Design rca_pipe, sky130hd; sources not shown.
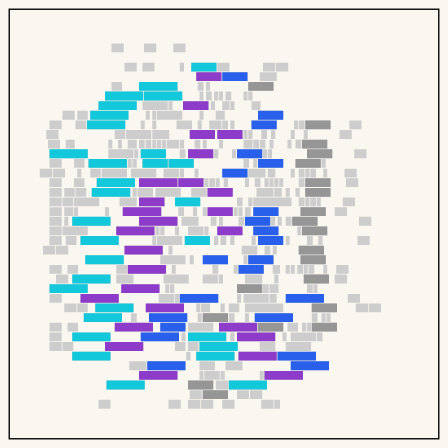
Figure 1: run 1, flops by top-level scope.
Cyan stands for `stg[0]`, sequential cells 30. Purple stands for `stg[1]`, sequential cells 26. Blue stands for `stg[2]`, sequential cells 22.
Another 20 sequential cells are not coloured.
die area: 0.0146 mm^2
final core utilization: 43.9%
Post-Layout Cell Count: 522

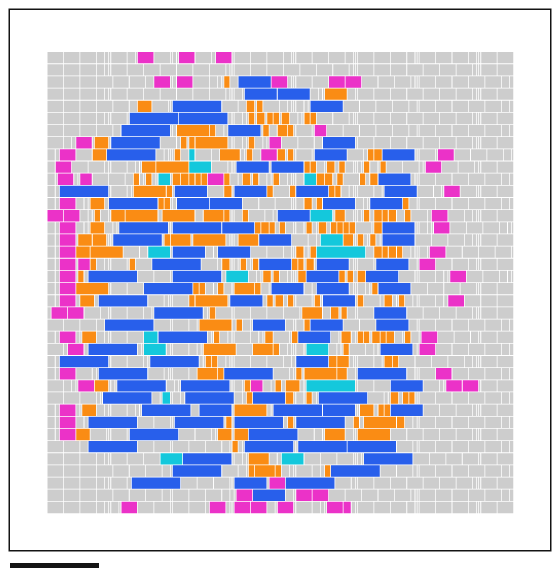
Figure 2: run 1, cells coloured by class.
Scale bar: 20 um. Fill, decap, tap and diode cells in grey.
Cyan stands for clock drivers and dummy loads, cells 16, share of their area 4.7%. Magenta stands for other buffers and delay cells, cells 63, share of their area 13%. Blue stands for flops, cells 98, share of their area 53%. Orange stands for all other logic, cells 205, share of their area 28%.
row count: 38
flop share of the area: 51.5%
final cell area excluding filler cells: 0.00474 mm^2

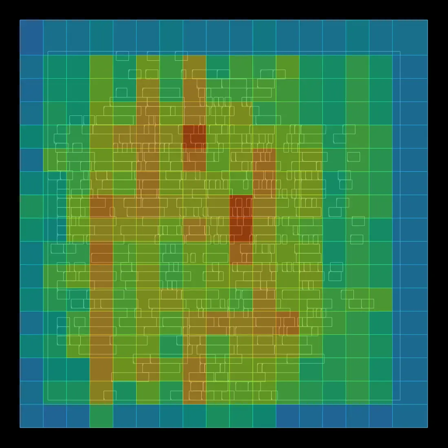
Figure 3: run 1, track usage over the die.
M3 GR Usage: 2.52%
Total Routing Usage GR: 9.49%

==> metrics.csv, run 1 <==
metric,value,unit
gp_congestion,0.719,
switchingPower,0.622,mW
die_y,121,um
mux_share,0,%
tns,0,ps
grt.overflow.total,0,
worst_pin_slew,1040,ps
place_area,0.00453,mm^2
num_vias,2252,
postCtsSetupBuffers,0,
n_antenna_cell,0,
end_kind,primary output,
nFillCells,1031,
slew_headroom,31.0,%
tool_warnings,26,
synth.cells.most_frequent,"nand2_1, dfxtp_1, edfxtp_1",
root_buffer,clkbuf_8,
status,"complete, no violations",
clk_path_buf_depth,2,
clock_latency,360,ps
drv_cap,0,
critPathSlowestCell,clkdlybuf4s50_1,
path_common_cell,clkdlybuf4s50_1,
finalNetCount,431,
ys_warn_count,0,
antenna_found_initial,0,
cts_hold_buf,0,
min_path_type,reg -> reg,
ctsResizeCount,0,
route.met2.wl,2.81,mm
drt_iter0_drc,68,
xor_area_share,4.10,%
clockPowerShare,31.1,%
fp_nets,375,
met1_usage,13.0,%
grt_use_met2,13.3,%
leakage,1.81,nW
yosysMostFrequentCell,nand2_1,
setup_ws,417,ps
top_usage_layer,met2,
[run 1: final cells by class]
| type | instances | area, um^2 | share of cell area [%] |
|---|---|---|---|
| clock buffers | 9 | 124 | 2.61 |
| clock inverters | 7 | 92.6 | 1.95 |
| inverters | 27 | 104 | 2.19 |
| multi-input cells | 178 | 1190 | 25.1 |
| flip-flops and latches | 98 | 2440 | 51.5 |
| well taps | 140 | 175 | 3.69 |
| repair buffers | 63 | 613 | 12.9 |
[run 1: cells in the final DEF (no fill, tap or decap), drive strengths merged]
cell type | netlist | final
bufinv | 0 | 2
fa | 16 | 16
clkdlybuf4s50 | 0 | 57
clkinvlp | 0 | 2
buf | 14 | 6
o21ai | 1 | 1
clkinv | 0 | 2
nand4 | 1 | 1
clkbuf | 4 | 9
nand2 | 75 | 75
nor4 | 3 | 3
edfxtp | 48 | 48
nand3b | 1 | 1
dfxtp | 50 | 50
a211oi | 11 | 11
nor4b | 1 | 1
xnor2 | 4 | 4
xor2 | 14 | 14
nor2 | 13 | 13
a21oi | 37 | 37
nor2b | 1 | 1
inv | 27 | 28
[run 1: worst max-delay path: cells and delay by family]
family / cells / cell delay [ps]
AND/OR/NAND/NOR: 1 / 60
buffers and inverters: 3 / 1210
[run 1: power groups by stage]
stage | Combinational, mW | Sequential [mW] | Clock, mW
after global placement | 0.361 | 1.44 | 0
after global routing | 0.405 | 1.43 | 0.875
final | 0.362 | 1.42 | 0.802
after CTS | 0.369 | 1.42 | 0.827
after detailed placement | 0.365 | 1.45 | 0
after floorplan | 0.195 | 1.46 | 0
[run 1: through the flow]
step	total power, mW	instances	hold WS (ps)
2_1_floorplan	1.66	321	400
3_3_place_gp	1.80	506	401
3_5_place_dp	1.81	506	405
4_1_cts	2.61	522	418
5_1_grt	2.71	522	431
6_report	2.58	522	419
==> run 2: changes to the inputs <==
Settings changed: CAP_MARGIN 20 to not set.
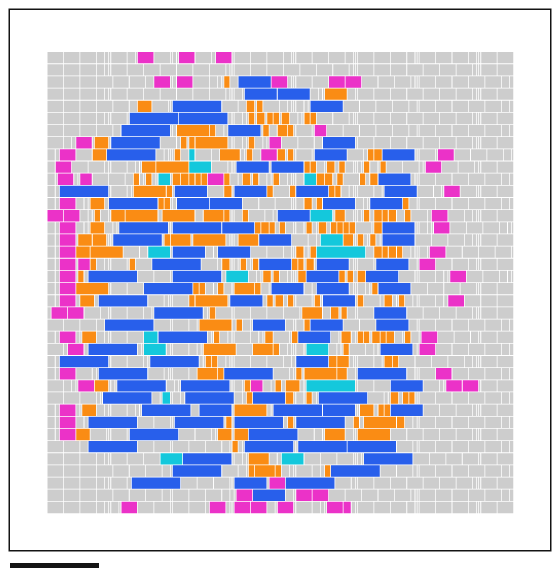
Figure 4: run 2, cells coloured by class.
Scale bar: 20 um. Fill, decap, tap and diode cells in grey.
Blue stands for flops, cells 98, share of their area 53%. Magenta stands for other buffers and delay cells, cells 63, share of their area 13%. Orange stands for all other logic, cells 205, share of their area 28%. Cyan stands for clock drivers and dummy loads, cells 16, share of their area 4.7%.
core area: 0.0108 mm^2

==> run 2 against run 1 <==
Net effect:
- core utilization unchanged
- final cell count unchanged
- fmax unchanged
- global-route usage unchanged
- synthesized cell count unchanged
- via count unchanged
==> metrics.csv, run 2 <==
metric,value,unit
xor_area_share,4.10,%
gp_congestion,0.719,
tns,0,ps
worst_pin_slew,1040,ps
grt_pass1_vias,2362,
layout_top_cell,nand2_1,
ctsResizeCount,0,
grt.overflow.total,0,
clk_path_buf_depth,2,
tool_warnings,26,
clock_latency,360,ps
cts_hold_buf,0,
seq_area,0.00244,mm^2
crit_path_start_kind,input port,
die_area,0.0146,mm^2
postCtsSetupBuffers,0,
finalNetCount,431,
drv_cap,0,
status,"complete, no violations",
leakage,1.81,nW
place_area,0.00453,mm^2
mux_share,0,%
timing.hold.ws,419,ps
num_vias,2252,
drt_iter0_drc,68,
min_path_type,reg -> reg,
nFillCells,1031,
track_usage,9.49,%
end_kind,primary output,
syn_area,0.00385,mm^2
fin_area,0.00474,mm^2
ys_warn_count,0,
n_antenna_cell,0,
antenna_found_initial,0,
root_buffer,clkbuf_8,
final-comb-area,0.00119,mm^2
## run 2: critical path, cell delays in order
cell and delay, ps:
clkdlybuf4s50_1 500, nor2b_4 60, inv_4 40, clkdlybuf4s50_1 670
## run 2: kinds of logic after synthesis
logic type / Yosys count
compound gates: 49
xor+xnor: 18
fa+ha+maj: 16
buf+inv: 45
flops: 98
simple gates: 95
## run 2: final cells by class
cell class / instances / share of cell area [%]
clock buffer: 9 / 2.61
tap: 140 / 3.69
inverter: 27 / 2.19
sequential: 98 / 51.5
clock inverter: 7 / 1.95
multi-input combinational: 178 / 25.1
timing repair buffer: 63 / 12.9
## run 2: routing by layer
| metal | share of wire, % | global-route usage [%] | wire, um |
|---|---|---|---|
| met3 | 3.3 | 2.52 | 220 |
| met1 | 52 | 13.0 | 3420 |
| met4 | 2.2 | 5.39 | 143 |
| met5 | 0 | 0 | 0 |
| met2 | 43 | 13.3 | 2810 |
## run 2: power by group
group / internal [mW] / switching (mW) / total, mW
logic: 0.185 / 0.177 / 0.362
clock network: 0.413 / 0.389 / 0.802
registers: 1.36 / 0.0551 / 1.42
total: 1.96 / 0.622 / 2.58
## run 2: stage by stage
step / utilization, % / power [mW] / instances / worst slack, ps
finish: 43.9 / 2.58 / 522 / 417
global placement: 41.9 / 1.80 / 506 / 50.5
CTS: 43.9 / 2.61 / 522 / 362
detailed placement: 41.9 / 1.81 / 506 / 28.9
global route: 43.9 / 2.71 / 522 / 306
floorplan: - / 1.66 / 321 / 383
Power figures rest on the tool's default switching activity, not on a simulated workload.
